==> run_1/clock_nets.png <==
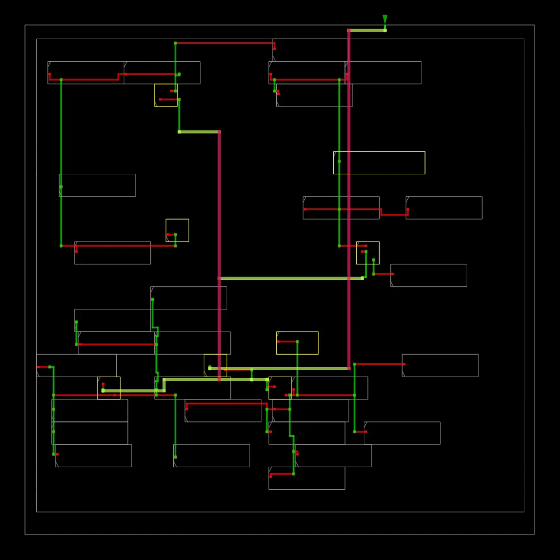
==> run_1/layers.png <==
Scale bar: 20 um. Only two layers are drawn.
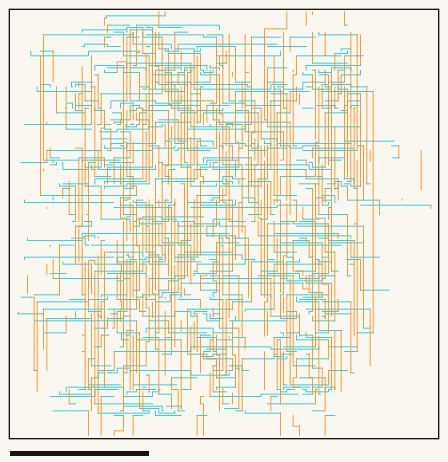
==> run_1/floorplan.png <==
Scale bar: 20 um. Pins as bars on the die edge.
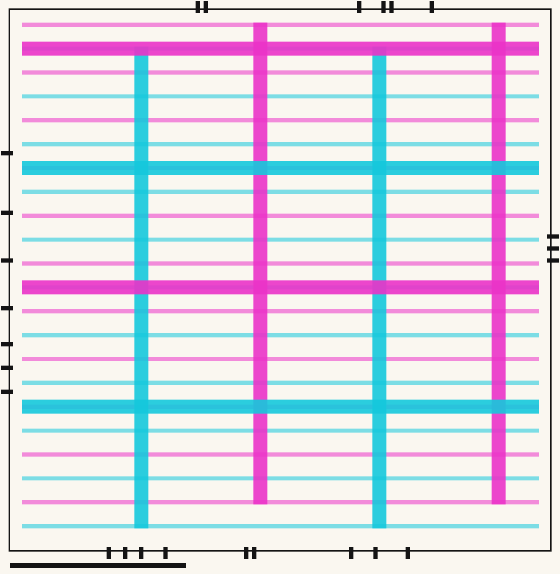
<file path="config.mk">
export PLATFORM = sky130hd
export DESIGN_NAME = gray_step_tracker
export DESIGN_NICKNAME = d
export VERILOG_FILES = /design/src/rtl/gray_step_tracker.sv
export SDC_FILE = /design/constraint.sdc
export NUM_CORES = 1
export LEC_CHECK = 0
export ABC_AREA = 1
export CAP_MARGIN = 40
export CORE_UTILIZATION = 48
export DETAILED_ROUTE_END_ITERATION = 10
export HOLD_SLACK_MARGIN = 0.02
export PLACE_DENSITY = 0.82
export SLEW_MARGIN = 20
export SYNTH_ARGS = -nofsm -noshare
export SYNTH_HDL_FRONTEND = slang
export SYNTH_SLANG_ARGS = --single-unit
</file>
<file path="constraint.sdc">
create_clock -name clk -period 2.3 [get_ports clk]
set_input_delay 0.46 -clock clk [delete_from_list [all_inputs] [get_ports clk]]
set_output_delay 0.46 -clock clk [all_outputs]
set_load 0.02 [all_outputs]
</file>
<file path="src/rtl/gray_step_tracker.sv">
// gray_step_tracker: resynchronises a 2-bit Gray phase stream and decodes each
// legal one-bit transition into a forward or backward step. It also keeps a
// wrapping position count and a wrapping revolution count. It flags illegal
// two-bit jumps and then parks in FAULT until clr or rst.
// Ports:
//   clk      - rising-edge clock
//   rst      - asynchronous reset, active-low
//   gray_in  - Gray phase from the upstream counter (may be asynchronous)
//   clr      - synchronous clear of counters, error count and FSM
//   position - step count modulo 2^POS_W
//   revs     - revolution count modulo 2^REV_W
//   step     - one-cycle pulse per legal transition
//   dir      - direction of the last legal step (1 forward, 0 backward)
//   err      - one-cycle pulse on an illegal jump
//   err_cnt  - saturating count of illegal jumps
//   fault    - high while parked in FAULT
module gray_step_tracker #(
   parameter int unsigned POS_W = 8,
   parameter int unsigned REV_W = 4
) (
   input  logic             clk,
   input  logic             rst,
   input  logic [1:0]       gray_in,
   input  logic             clr,
   output logic [POS_W-1:0] position,
   output logic [REV_W-1:0] revs,
   output logic             step,
   output logic             dir,
   output logic             err,
   output logic [3:0]       err_cnt,
   output logic             fault
);

   localparam int unsigned ERR_W = 4;
   localparam logic [ERR_W-1:0] ERR_MAX = '1;

   localparam logic [1:0] ST_INIT  = 2'd0;
   localparam logic [1:0] ST_TRACK = 2'd1;
   localparam logic [1:0] ST_FAULT = 2'd2;

   logic [1:0]       s1_q, s2_q;
   logic [1:0]       prev_q, prev_d;
   logic [1:0]       state_q, state_d;
   logic             init_cnt_q, init_cnt_d;
   logic [POS_W-1:0] position_q, position_d;
   logic [REV_W-1:0] revs_q, revs_d;
   logic             step_q, step_d;
   logic             dir_q, dir_d;
   logic             err_q, err_d;
   logic [ERR_W-1:0] err_cnt_q, err_cnt_d;
   logic             fault_q, fault_d;
   logic [1:0]       delta;

   // Gray to binary phase: 00->0, 01->1, 11->2, 10->3
   function automatic logic [1:0] phase_of(input logic [1:0] g);
      return {g[1], g[1] ^ g[0]};
   endfunction

   // Two-flop synchroniser for the asynchronous phase input
   always_ff @(posedge clk or negedge rst) begin
      if (!rst) begin
         s1_q <= 2'b00;
         s2_q <= 2'b00;
      end else begin
         s1_q <= gray_in;
         s2_q <= s1_q;
      end
   end

   // Next-state and counter update
   always_comb begin
      state_d    = state_q;
      prev_d     = prev_q;
      init_cnt_d = init_cnt_q;
      position_d = position_q;
      revs_d     = revs_q;
      dir_d      = dir_q;
      err_cnt_d  = err_cnt_q;
      step_d     = 1'b0;
      err_d      = 1'b0;
      delta      = phase_of(s2_q) - phase_of(prev_q);

      if (clr) begin
         state_d    = ST_INIT;
         init_cnt_d = 1'b0;
         position_d = '0;
         revs_d     = '0;
         dir_d      = 1'b1;
         err_cnt_d  = '0;
      end else begin
         case (state_q)
            // Two flush clocks; whatever phase is settled becomes the start phase
            ST_INIT: begin
               if (init_cnt_q) begin
                  prev_d     = s2_q;
                  state_d    = ST_TRACK;
                  init_cnt_d = 1'b0;
               end else begin
                  init_cnt_d = 1'b1;
               end
            end
            ST_TRACK: begin
               prev_d = s2_q;
               case (delta)
                  2'd1: begin
                     step_d     = 1'b1;
                     dir_d      = 1'b1;
                     position_d = position_q + POS_W'(1);
                     // Crossing phase 3 -> 0 completes a forward revolution
                     if (prev_q == 2'b10 && s2_q == 2'b00) begin
                        revs_d = revs_q + REV_W'(1);
                     end
                  end
                  2'd3: begin
                     step_d     = 1'b1;
                     dir_d      = 1'b0;
                     position_d = position_q - POS_W'(1);
                     if (prev_q == 2'b00 && s2_q == 2'b10) begin
                        revs_d = revs_q - REV_W'(1);
                     end
                  end
                  2'd2: begin
                     err_d   = 1'b1;
                     state_d = ST_FAULT;
                     if (err_cnt_q != ERR_MAX) begin
                        err_cnt_d = err_cnt_q + ERR_W'(1);
                     end
                  end
                  default: ;
               endcase
            end
            ST_FAULT: ;
            default: state_d = ST_INIT;
         endcase
      end

      // Registered fault flag tracks the state being entered
      fault_d = (state_d == ST_FAULT);
   end

   // State and output registers
   always_ff @(posedge clk or negedge rst) begin
      if (!rst) begin
         state_q    <= ST_INIT;
         prev_q     <= 2'b00;
         init_cnt_q <= 1'b0;
         position_q <= '0;
         revs_q     <= '0;
         step_q     <= 1'b0;
         dir_q      <= 1'b1;
         err_q      <= 1'b0;
         err_cnt_q  <= '0;
         fault_q    <= 1'b0;
      end else begin
         state_q    <= state_d;
         prev_q     <= prev_d;
         init_cnt_q <= init_cnt_d;
         position_q <= position_d;
         revs_q     <= revs_d;
         step_q     <= step_d;
         dir_q      <= dir_d;
         err_q      <= err_d;
         err_cnt_q  <= err_cnt_d;
         fault_q    <= fault_d;
      end
   end

   assign position = position_q;
   assign revs     = revs_q;
   assign step     = step_q;
   assign dir      = dir_q;
   assign err      = err_q;
   assign err_cnt  = err_cnt_q;
   assign fault    = fault_q;

endmodule

</file>
==> results_dict.tcl, run 1 <==
# collected from the flow reports
set metrics [dict create \
    status "finished, final reports clean" \
    postCtsHoldBufs 0 \
    first_iter_violations 125 \
    fp.coreArea_mm2 0.003363 \
    power_density_mw_per_mm2 1597 \
    wire_per_inst_um 16.53 \
    postSynthAreaPerCell_um2 8.021 \
    ys_seq_share 0.4275 \
    rsz0062_at_grt "true" \
    yosys.area.top_type "dfrtp_1" \
    gp_congestion 0.8310 \
    h-tree-depth 2 \
    port_buffers 24 \
    cp-start-kind "flop" \
    grt_antenna_before_repair 0 \
    cp_max_fo 6 \
    syn_to_final_growth_pct 48.42 \
    crit_type "flop to flop" \
    regToRegSetupSlack_ns 0.005 \
    grt_pass1_wl_mm 7.120 \
    clk_latency_ns 0.34 \
    ctsLongestPathBuffers 2 \
    synth_warnings 0 \
    rows 21 \
    r2r_cells 15 \
    final_net_count 290 \
    end_kind "flop" \
    cp.arrival_ns 2.53 \
    hp-class "flop to flop" \
    syn_inst 212 \
    timing.fmax_mhz 435.8 \
    cts_root_buf "clkbuf_4" \
    mux_area_frac 0 \
    first_pass_iters 4 \
    flop_cell "dfrtp_1" \
    report.final.hold_viol_count 0 \
    tool_warnings 29 \
    fin_skew_ns 0.007717 \
    pin_count 25 \
    ir_worst_vdd_v 0.0007646 \
    synthXorXnorAreaFrac 0.01030 \
    simple_gate_area_frac 0.2826 \
    topCombFamilyByArea "simple AND/OR/NAND/NOR gates" \
    power.total_uw 4029 \
    wl_mm 5.291 \
    fp_util 0.5056 \
    finalCritPeriodShare 0.9977 \
    yosys-stat-area_mm2 0.001700 \
    hold-worst-slack_ns 0.3572 \
    antenna_cells 0 \
    p_leak_uw 0.001207 \
    cts_tree "built" \
    setup.worst_path.end "position[6]$_DFFE_PN0P_" \
    r2r-start "prev_q[1]$_DFFE_PN0P_" \
    dieWidth_um 61.52 \
    setup_viol 0 \
    async_reset_ff_frac 1.000 \
    r2r_end "position[6]$_DFFE_PN0P_" \
    antenna_left 0 \
    grt_pass1_vias 1595 \
    viasPerCell 5.572 \
    synthAoiAreaFrac 0.1067 \
    slew_headroom 0.6417 \
    synthAdderAreaFrac 0.08830 \
    finish.instance_area_mm2 0.002524 \
    worst_pin_slew_ns 0.5333 \
    grt_overflow 0 \
    die-height_um 61.52 \
    ys.flops 29 \
    drive_above_1_share 0.3175 \
    ys_cells 212 \
    dr_total_vias 1783 \
    syn-cell-area_mm2 0.001700 \
    grt_max_degree 30 \
    top_area_frac 0.4121 \
    chip_area_mm2 0.003785 \
    synth_cell_type_count 27 \
    cts.reportedPaths.clkPinSlew_ns 0.10 \
    dp_hpwl_mm 2.844 \
    final.setup.worst_slack_ns 0.005326 \
    required_ns 2.54 \
    edf_count 0 \
    syn-num-nets 229 \
    route.detailed.drc 0 \
    period_minus_slack_ns 2.295 \
    pre_cts_ws_ns -0.03736 \
    drv_cap 0 \
    startpoint "prev_q[1]$_DFFE_PN0P_" \
    grt_use_total 0.2609 \
    post_dp_cell_area_mm2 0.002106 \
    topCellsByArea "dfrtp_1, nand2_1, ha_1" \
    slew_viol_final 0 \
]
About clock_nets.png:
clock sink total: 29
Num CTS Buffers: 5
Clk power: 459 uW

About layers.png:
Key: orange = M2 [wire length 2610 um]; cyan = M1 [wire length 2110 um]

About floorplan.png:
Key: cyan = VSS; magenta = VDD
The core has 21 rows. 22 met1 rails follow the rows. 4 straps on met5. 4 straps on met4. 25 signal pins sit on the boundary.

run 1: cell usage in the layout, fill, tap and decap left out, types with 9 or more instances in the layout:
cell type        netlist  routed
a21oi_1                9       9
clkdlybuf4s50_1        0      24
nand2_1               54      51
dfrtp_1               28      28
o21ai_0               13      12
buf_4                  0      28
nand2_2                6       9
nor2_1                11       9
inv_1                 35      27
ha_4                   0       9
run 1: power by group:
group          total [uW]  switching (uW)  internal [uW]
clock                 459             200            258
combinational        2790            1520           1260
sequential            785             139            646
run 1: final cells by class:
cell class / count / area (um^2)
inverter: 37 / 146.4
timing repair buffer: 55 / 488.0
fill: 231 / 839.6
sequential: 29 / 726.9
multi-input combinational: 145 / 1016
clock inverter: 2 / 37.54
tap: 46 / 57.56
clock buffer: 6 / 51.30
run 1: metrics by stage:
stage                       util  instances  setup TNS (ns)
after global placement    0.6261        296               0
after global routing      0.7504        320         -0.4522
final                     0.7504        320               0
after detailed placement  0.6261        296        -0.04346
after CTS                 0.6778        309               0
after floorplan                -        212               0
run 1: registers in the layout (all words and copies together) (netlist names):
register	flops
dir	1
err	1
err_cnt	4
fault	1
init_cnt_q	1
position	8
prev_q	2
revs	4
s1_q	2
s2_q	2
state_q	2
step	1
run 1: how the worst min path moves through the flow:
stage                       from           endpoint  slack [ns]  cells past startpoint
6_report       s1_q[1]$_DFF_PN0_  s2_q[1]$_DFF_PN0_        0.36                      0
5_1_grt        s1_q[1]$_DFF_PN0_  s2_q[1]$_DFF_PN0_        0.36                      0
4_1_cts        s1_q[1]$_DFF_PN0_  s2_q[1]$_DFF_PN0_        0.36                      0
3_5_place_dp   s1_q[1]$_DFF_PN0_  s2_q[1]$_DFF_PN0_        0.33                      0
3_3_place_gp   s1_q[1]$_DFF_PN0_  s2_q[1]$_DFF_PN0_        0.33                      0
2_1_floorplan                rst      err$_DFF_PN0_        0.16                      0
run 1: critical path, cell delays in order (launching register included):
cell and delay, ns:
dfrtp_1 0.44, inv_2 0.11, ha_4 0.22, ha_4 0.25
inv_4 0.07, nand3_4 0.11, buf_8 0.16, buf_4 0.14
nand2_2 0.08, nand2_2 0.12, nor2_1 0.15, nand3_2 0.10
nand2_1 0.07, nand2_1 0.05, nand3_1 0.07, nand2_1 0.05
run 1: repair_timing:
item | CTS | global route
setup endpoints to repair | 4 | 11
pin swaps | 4 | 17
gates cloned | 0 | 0
resized | 10 | 34
setup buffers | 5 | 11
run 1: synth_stat cells (2+ instances only):
library cell / count
dfrtp_1: 28
inv_2: 2
nor3_1: 4
nand4_1: 4
a21oi_1: 9
nand2_1: 54
inv_1: 35
o22ai_1: 3
ha_1: 12
nor2_2: 3
nand2_2: 6
xor2_1: 2
nand3_1: 12
nand3_4: 2
o21ai_0: 13
nor2_1: 11
a31oi_1: 2
run 1: layer usage:
metal | up-vias | wire length, um | GRT usage
met5 | - | 0 | 0
met4 | 0 | 201 | 0.1270
met3 | 23 | 373 | 0.06513
met2 | 88 | 2609 | 0.4270
met1 | 867 | 2107 | 0.3210
li1 | 805 | - | -
==> run_1/m3.png <==
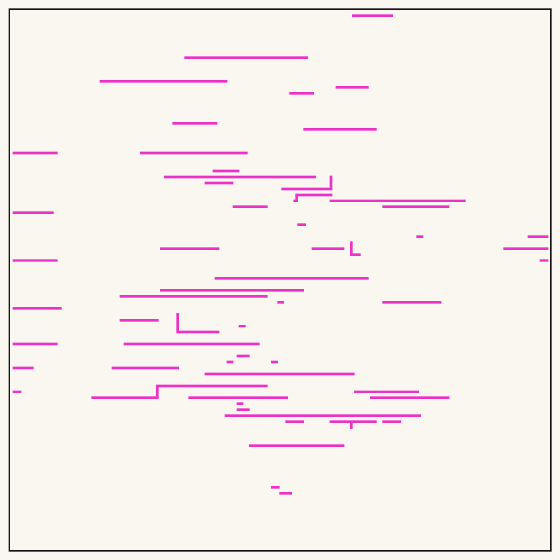

## Run 2: what changed since run 1
Settings changed: REMOVE_ABC_BUFFERS from default to 1.
==> run_2/m3.png <==
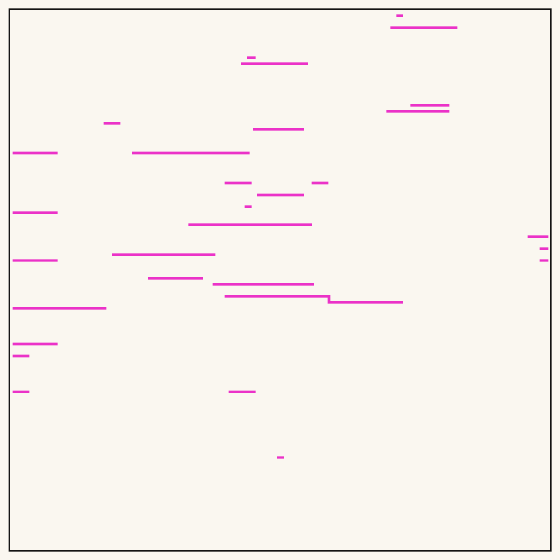
The layer carries 159 um of wire. The wires run mostly horizontal. The longest straight run is 13.8 um. The layer holds 4.0% of the routed length.

==> run_2/clock_nets.png <==
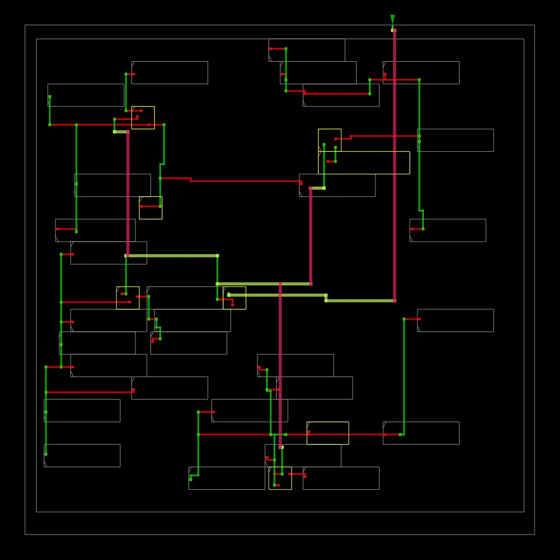
Layout Skew: 0.01046 ns
seq_cells: 29
clk_buf instances: 6
clk_lat worst skew: 0.35 ns
Clk power: 455 uW

==> run 2 against run 1 <==
Clock skew is 0.0027 ns higher. Setup slack better by 0.094 ns. Sequential power is 2.7% lower. Maximum frequency is 4.3% higher. Area after synthesis stayed put.
==> results_dict.tcl, run 2 <==
# collected from the flow reports
set metrics [dict create \
    worst_pin_slew_ns 0.6249 \
    ys_cells 212 \
    largest_reg_flops 8 \
    fp_util 0.5056 \
    status "finished, final reports clean" \
    max_stage_delay_ns 0.37 \
    end_kind "flop" \
    drive_above_1_share 0.2566 \
    grt_antenna_before_repair 0 \
    setup.worst_path.end "revs[3]$_DFFE_PN0P_" \
    grt_overflow 0 \
    final_net_count 281 \
    drv_cap 0 \
    yosys-stat-area_mm2 0.001700 \
    slew_headroom 0.5821 \
    ys.flops 29 \
    slew_viol_final 0 \
    cp_max_fo 6 \
    p_leak_uw 0.001164 \
    startpoint "s2_q[0]$_DFF_PN0_" \
    cts.reportedPaths.clkPinSlew_ns 0.10 \
    ir_worst_vdd_v 0.0007594 \
    cts_tree "built" \
    finalCritPeriodShare 0.9567 \
    yosys.cell_count.top_type "nand2_1" \
    syn-cell-area_mm2 0.001700 \
    ys_seq_share 0.4275 \
    lay_top_count "nand2_1" \
    async_reset_ff_frac 1.000 \
    syn_inst 212 \
    path_delay_family "adder cells" \
    cts_root_buf "clkbuf_4" \
    tool_warnings 27 \
    hp-class "flop to flop" \
    die-height_um 61.52 \
    ctsLongestPathBuffers 2 \
    chip_area_mm2 0.003785 \
    port_buffers 24 \
    postCtsHoldBufs 0 \
    regToRegSetupSlack_ns 0.1 \
    viasPerCell 5.087 \
    common_cells "nand2_1, inv_1, dfrtp_1, o21ai_0" \
    gp_congestion 0.8455 \
    fp.coreArea_mm2 0.003363 \
    post-route-util 0.7091 \
    synth_warnings 0 \
    cp.depth 14 \
    required_ns 2.54 \
    crit_type "flop to flop" \
    top_area_frac 0.4121 \
    cp_num_buf_inv 5 \
    numCtsBuffers 5 \
    wl_mm 3.982 \
    r2r-start "s2_q[0]$_DFF_PN0_" \
    antenna_left 0 \
    grt_pass1_vias 1379 \
    report.final.hold_viol_count 0 \
    grt_use_total 0.2199 \
    first_iter_violations 76 \
    grt_max_degree 18 \
    path_cells "inv_2 > ha_4 > inv_2 > ha_4 > inv_2 > nand2_4 > nand3_4 > inv_4 > buf_4 > ha_4 > o211ai_1 > a21o_2 > nand3_1 > nand2_1" \
    yosys.area.top_type "dfrtp_1" \
    dr_total_vias 1582 \
    cp.arrival_ns 2.44 \
    pin_count 25 \
    topCellsByArea "dfrtp_1, nand2_1, ha_1" \
    grt_pass1_wl_mm 5.947 \
    r2r_end "revs[3]$_DFFE_PN0P_" \
    setup_viol 0 \
    antenna_cells 0 \
    wire_per_inst_um 12.80 \
    crit_slowest_cell "dfrtp_1" \
    postSynthAreaPerCell_um2 8.021 \
    synth_cell_type_count 27 \
    first_pass_iters 4 \
    period_minus_slack_ns 2.201 \
    power_density_mw_per_mm2 1456 \
    lay_top_cells "nand2_1, inv_1, dfrtp_1" \
    rows 21 \
    r2r_cells 14 \
    dp_hpwl_mm 2.660 \
    edf_count 0 \
    clock-sinks 29 \
    cp-start-kind "flop" \
    dieWidth_um 61.52 \
    timing.fmax_mhz 454.4 \
    h-tree-depth 2 \
    power.total_uw 3472 \
    flop_cell "dfrtp_1" \
    syn_to_final_growth_pct 40.25 \
    route.detailed.drc 0 \
]
==> run_2/layers.png <==
Scale bar: 20 um. Only two layers are drawn.
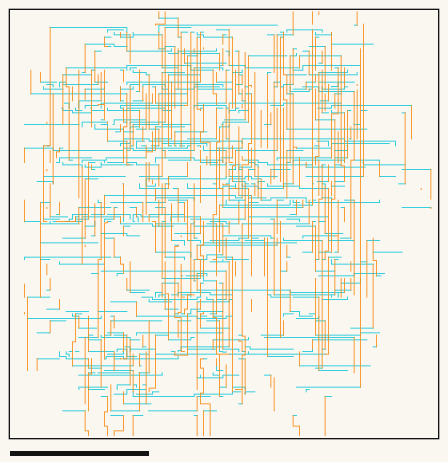
Key: orange = M2 [wire length 1920 um]; cyan = M1 [wire length 1810 um]

## run 2: stage by stage
stage | TNS (ns) | hold slack (ns) | area, um^2 | instances | worst slack (ns)
final | 0 | 0.3714 | 2385 | 311 | 0.09950
after global routing | -0.06229 | 0.3804 | 2385 | 311 | -0.02868
after CTS | 0 | 0.3747 | 2255 | 309 | 0.006346
after detailed placement | -0.08089 | 0.3610 | 2148 | 300 | -0.03499
after global placement | 0 | 0.3576 | 2148 | 300 | 0.03559
after floorplan | -0.06004 | 0.1644 | 1695 | 211 | -0.05509
## run 2: worst reg2reg max path: stages, from the launching register on
cell and delay, ns:
dfrtp_1 0.37, inv_2 0.06, ha_4 0.27, inv_2 0.04, ha_4 0.16, inv_2 0.06
nand2_4 0.07, nand3_4 0.12, inv_4 0.08, buf_4 0.16, ha_4 0.28, o211ai_1 0.11
a21o_2 0.20, nand3_1 0.06, nand2_1 0.05
## run 2: report_power, final
part	switching, uW	leakage, uW	internal (uW)
Sequential	117	0.000381	647
Combinational	1240	0.000738	1010
Clock	197	0.0000445	258
Total	1560	0.00116	1910
## run 2: logic make-up after synthesis
family                   count (synthesis)  share of synthesized area
AND-OR/OR-AND                           32                     0.1067
XOR/XNOR                                 2                    0.01030
AND/OR/NAND/NOR                         99                     0.2826
flip-flops                              29                     0.4275
buffers and inverters                   38                    0.08462
adder cells (fa/ha/maj)                 12                    0.08830
## run 2: routing by layer
metal	global-route usage	part of all wire
met5	0	0
met1	0.2855	0.45
met4	0.1111	0.024
met3	0.05042	0.040
met2	0.3441	0.48
## run 2: what timing repair did
action | CTS | global route
buffers inserted | 1 | 2
gates resized | 6 | 19
endpoints found under the setup margin | 3 | 9
pin swaps | 0 | 7
gates cloned | 0 | 0
## run 2: cell type report
type	instances	area [um^2]
timing repair buffer	46	421.7
sequential	29	726.9
clock inverter	2	37.54
multi-input combinational	145	948.4
inverter	37	141.4
fill	262	978.4
tap	46	57.56
clock buffer	6	51.30
## run 2: how the worst min path moves through the flow
stage | from | to | slack (ns) | depth (start not counted)
final | s1_q[0]$_DFF_PN0_ | s2_q[0]$_DFF_PN0_ | 0.37 | 0
after global routing | s1_q[0]$_DFF_PN0_ | s2_q[0]$_DFF_PN0_ | 0.38 | 0
after CTS | s1_q[1]$_DFF_PN0_ | s2_q[1]$_DFF_PN0_ | 0.37 | 0
after detailed placement | s1_q[1]$_DFF_PN0_ | s2_q[1]$_DFF_PN0_ | 0.36 | 0
after global placement | s1_q[1]$_DFF_PN0_ | s2_q[1]$_DFF_PN0_ | 0.36 | 0
after floorplan | rst | err$_DFF_PN0_ | 0.16 | 0
==> run_2/m2.png <==
Scale bar: 20 um.
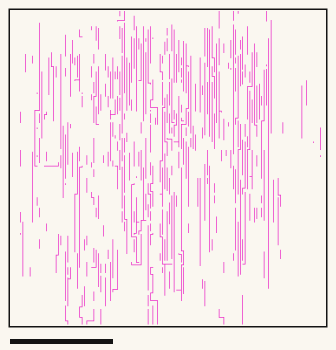

## Run 3: what changed since run 2
--- a/config.mk
+++ b/config.mk
@@ -14,3 +14,3 @@
 export REMOVE_ABC_BUFFERS = 1
-export SLEW_MARGIN = 20
+export SLEW_MARGIN = 40
 export SYNTH_ARGS = -nofsm -noshare
==> constraint.sdc (replaced) <==
create_clock -name clk -period 2.3 [get_ports clk]
set_input_delay 0.23 -clock clk [delete_from_list [all_inputs] [get_ports clk]]
set_output_delay 0.23 -clock clk [all_outputs]
set_load 0.02 [all_outputs]
==> run_3/m2.png <==
Scale bar: 20 um.
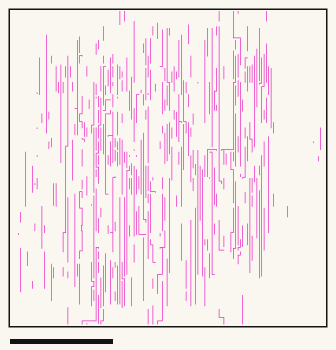
The longest straight run is 30.1 um. 230 nets have wire on it.

==> run_3/floorplan.png <==
Scale bar: 20 um. Pins as bars on the die edge.
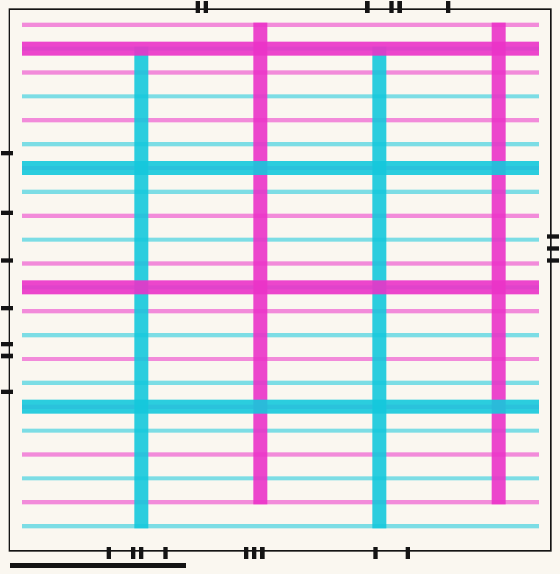
Key: cyan = VSS; magenta = VDD
22 met1 rails follow the rows. 25 signal pins sit on the boundary. 4 straps on met5. The core has 21 rows.

==> run 3 against run 2 <==
Maximum frequency fell by 0.96%. Die area did not move. Global-route usage rose by 0.30 points. Synthesized cell count did not move. Setup slack got worse by 0.021 ns. Sequential power fell by 0.7%. Largest cell class unchanged. Highest routed layer unchanged.
==> results_dict.tcl, run 3 <==
# collected from the flow reports
set metrics [dict create \
    largest_reg_flops 8 \
    final-comb-area_um2 915.9 \
    grt_antenna_before_repair 0 \
    fp.coreArea_mm2 0.003363 \
    crit_slowest_cell "dfrtp_1" \
    lay_top_count "nand2_1" \
    drive_above_1_share 0.2395 \
    final_net_count 279 \
    worst_pin_slew_ns 0.5192 \
    setup_viol 0 \
    slew_headroom 0.6512 \
    post_dp_cell_area_mm2 0.002113 \
    final.setup.worst_slack_ns 0.07816 \
    ctsLongestPathBuffers 2 \
    cts.reportedPaths.clkPinSlew_ns 0.10 \
    grt_use_total 0.2229 \
    regToRegSetupSlack_ns 0.08 \
    wire_per_inst_um 12.40 \
    ys_cells 212 \
    chip_area_mm2 0.003785 \
    grt_max_degree 30 \
    route.detailed.drc 0 \
    synth_warnings 0 \
    syn-cell-area_mm2 0.001700 \
    yosys.cell_count.top_type "nand2_1" \
    die-height_um 61.52 \
    postCtsHoldBufs 0 \
    async_reset_ff_frac 1.000 \
    clk_latency_ns 0.34 \
    pre_cts_ws_ns -0.03701 \
    cp.arrival_ns 2.45 \
    placed_cells 297 \
    yosys-stat-area_mm2 0.001700 \
    topCellsByArea "dfrtp_1, nand2_1, ha_1" \
    required_ns 2.53 \
    pin_count 25 \
    first_iter_violations 46 \
    fp_util 0.5056 \
    tool_warnings 27 \
    rows 21 \
    power.total_uw 3349 \
    p_leak_uw 0.001153 \
    final_cells 309 \
    numCtsBuffers 5 \
    postSynthAreaPerCell_um2 8.021 \
    ir_worst_vdd_v 0.0007161 \
    synth_cell_type_count 27 \
    syn_inst 212 \
    status "finished, final reports clean" \
    grt_pass1_vias 1406 \
    clock-sinks 29 \
    antenna_left 0 \
    wl_mm 3.831 \
    finalCritPeriodShare 0.9660 \
    startpoint "s2_q[1]$_DFF_PN0_" \
    timing.fmax_mhz 450.1 \
    finish.instance_area_mm2 0.002323 \
    report.final.hold_viol_count 0 \
    cp-start-kind "flop" \
    critPathMostFrequentCell "ha_4" \
    wl_met2_mm 1.864 \
    h-tree-depth 2 \
    power_density_mw_per_mm2 1441 \
    cts_root_buf "clkbuf_4" \
    dp_hpwl_mm 2.730 \
    flop_cell "dfrtp_1" \
    wl_met1_mm 1.716 \
    hp-class "input pin to async pin" \
    grt_pass1_wl_mm 6.023 \
    r2r-start "s2_q[1]$_DFF_PN0_" \
    antenna_cells 0 \
    top_area_frac 0.4121 \
    seqCellArea_um2 726.9 \
    max_stage_delay_ns 0.42 \
    dr_total_vias 1551 \
    ys.flops 29 \
    cp_num_buf_inv 4 \
    top_layer_used "met4" \
    cts_tree "built" \
    grt_overflow 0 \
    gp_congestion 0.8371 \
    ys_seq_share 0.4275 \
    r2r_end "revs[3]$_DFFE_PN0P_" \
    nFillCells 272 \
    edf_count 0 \
    cp_max_fo 6 \
    wl_met3_um 172 \
    crit_type "flop to flop" \
    dieWidth_um 61.52 \
    path_delay_family "adder cells" \
    yosys.area.top_type "dfrtp_1" \
    path_cells "inv_2 > ha_4 > inv_2 > ha_4 > nand3_4 > nand3_4 > inv_4 > buf_4 > ha_4 > o211ai_1 > a21o_2 > nand3_1 > nand2_1" \
    r2r_cells 13 \
    first_pass_iters 4 \
    common_cells "nand2_1, inv_1, dfrtp_1, o21ai_0" \
    period_minus_slack_ns 2.222 \
    end_kind "flop" \
    slew_viol_final 0 \
    lay_top_cells "nand2_1, inv_1, dfrtp_1" \
    syn_to_final_growth_pct 36.64 \
    port_buffers 24 \
    drv_cap 0 \
    viasPerCell 5.019 \
]
==> run_3/clock_nets.png <==
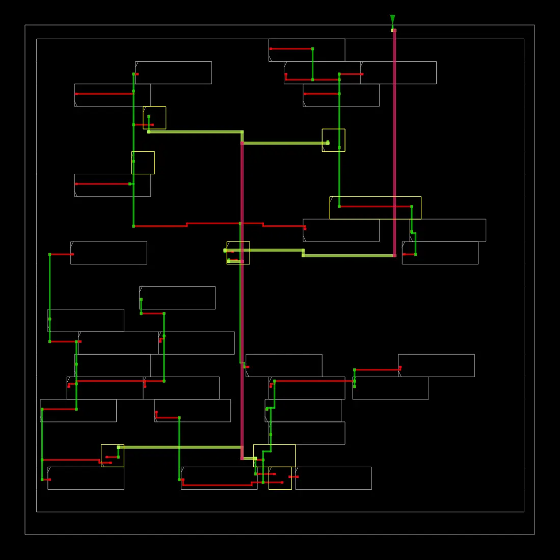
Layout Skew: 0.01126 ns
Clk power: 452 uW

[run 3: cell count changes in the layout (fill, tap and decap cells not counted)]
cell / change
buf_6: -1
ha_1: +3
ha_2: -1
inv_2: -1
ha_4: -2
inv_4: +1
nor2_4: -1
buf_12: -1
nor2_2: +1
[run 3: worst max-delay path by stage]
stage                         endpoint  slack, ns  cells after the start
5_1_grt        position[6]$_DFFE_PN0P_      -0.08                     20
6_report           revs[3]$_DFFE_PN0P_       0.08                     13
2_1_floorplan  position[7]$_DFFE_PN0P_      -0.06                     16
4_1_cts            revs[2]$_DFFE_PN0P_     0.0007                     15
3_5_place_dp   position[7]$_DFFE_PN0P_      -0.04                     16
3_3_place_gp       revs[2]$_DFFE_PN0P_       0.04                     15
[run 3: timing repair]
action,CTS,global route
endpoints found under the hold margin,0,0
cloned,0,0
resized,5,16
pin swaps,0,4
endpoints found under the setup margin,4,7
buffers inserted,0,4
[run 3: per-layer routing]
layer / vias to the layer above / GRT usage
met2: 39 / 0.3625
met5: - / 0
met3: 7 / 0.05882
li1: 787 / -
met1: 718 / 0.2817
met4: 0 / 0.09206
[run 3: cells by family after synthesis]
logic type	after synthesis	synth area share
XOR/XNOR	2	0.01030
buffers and inverters	38	0.08462
AND/OR/NAND/NOR	99	0.2826
adder cells (fa/ha/maj)	12	0.08830
flip-flops	29	0.4275
AND-OR/OR-AND	32	0.1067
[run 3: worst register-to-register path, stage by stage, from the launching register on]
cell	delay [ns]
dfrtp_1	0.42
inv_2	0.10
ha_4	0.21
inv_2	0.08
ha_4	0.16
nand3_4	0.10
nand3_4	0.13
inv_4	0.07
buf_4	0.15
ha_4	0.28
o211ai_1	0.11
a21o_2	0.20
nand3_1	0.06
nand2_1	0.05
[run 3: cell type report]
class / instances / area share
inverters: 37 / 0.06193
multi-input cells: 145 / 0.3942
well taps: 46 / 0.02477
clock inverters: 2 / 0.01616
repair buffers: 44 / 0.1680
flip-flops and latches: 29 / 0.3129
clock buffers: 6 / 0.02208
[run 3: power by group]
group | internal, uW | switching, uW
Clock | 258 | 194
Combinational | 945 | 1190
Sequential | 647 | 112
[run 3: stage by stage]
step	util	hold slack [ns]	TNS [ns]
global placement	0.6283	0.3560	0
CTS	0.6600	0.2634	0
detailed placement	0.6283	0.3591	-0.07794
floorplan	-	-0.06559	-0.06004
finish	0.6908	0.2614	0
global route	0.6908	0.2932	-0.2327
Power and IR drop assume default switching activity.
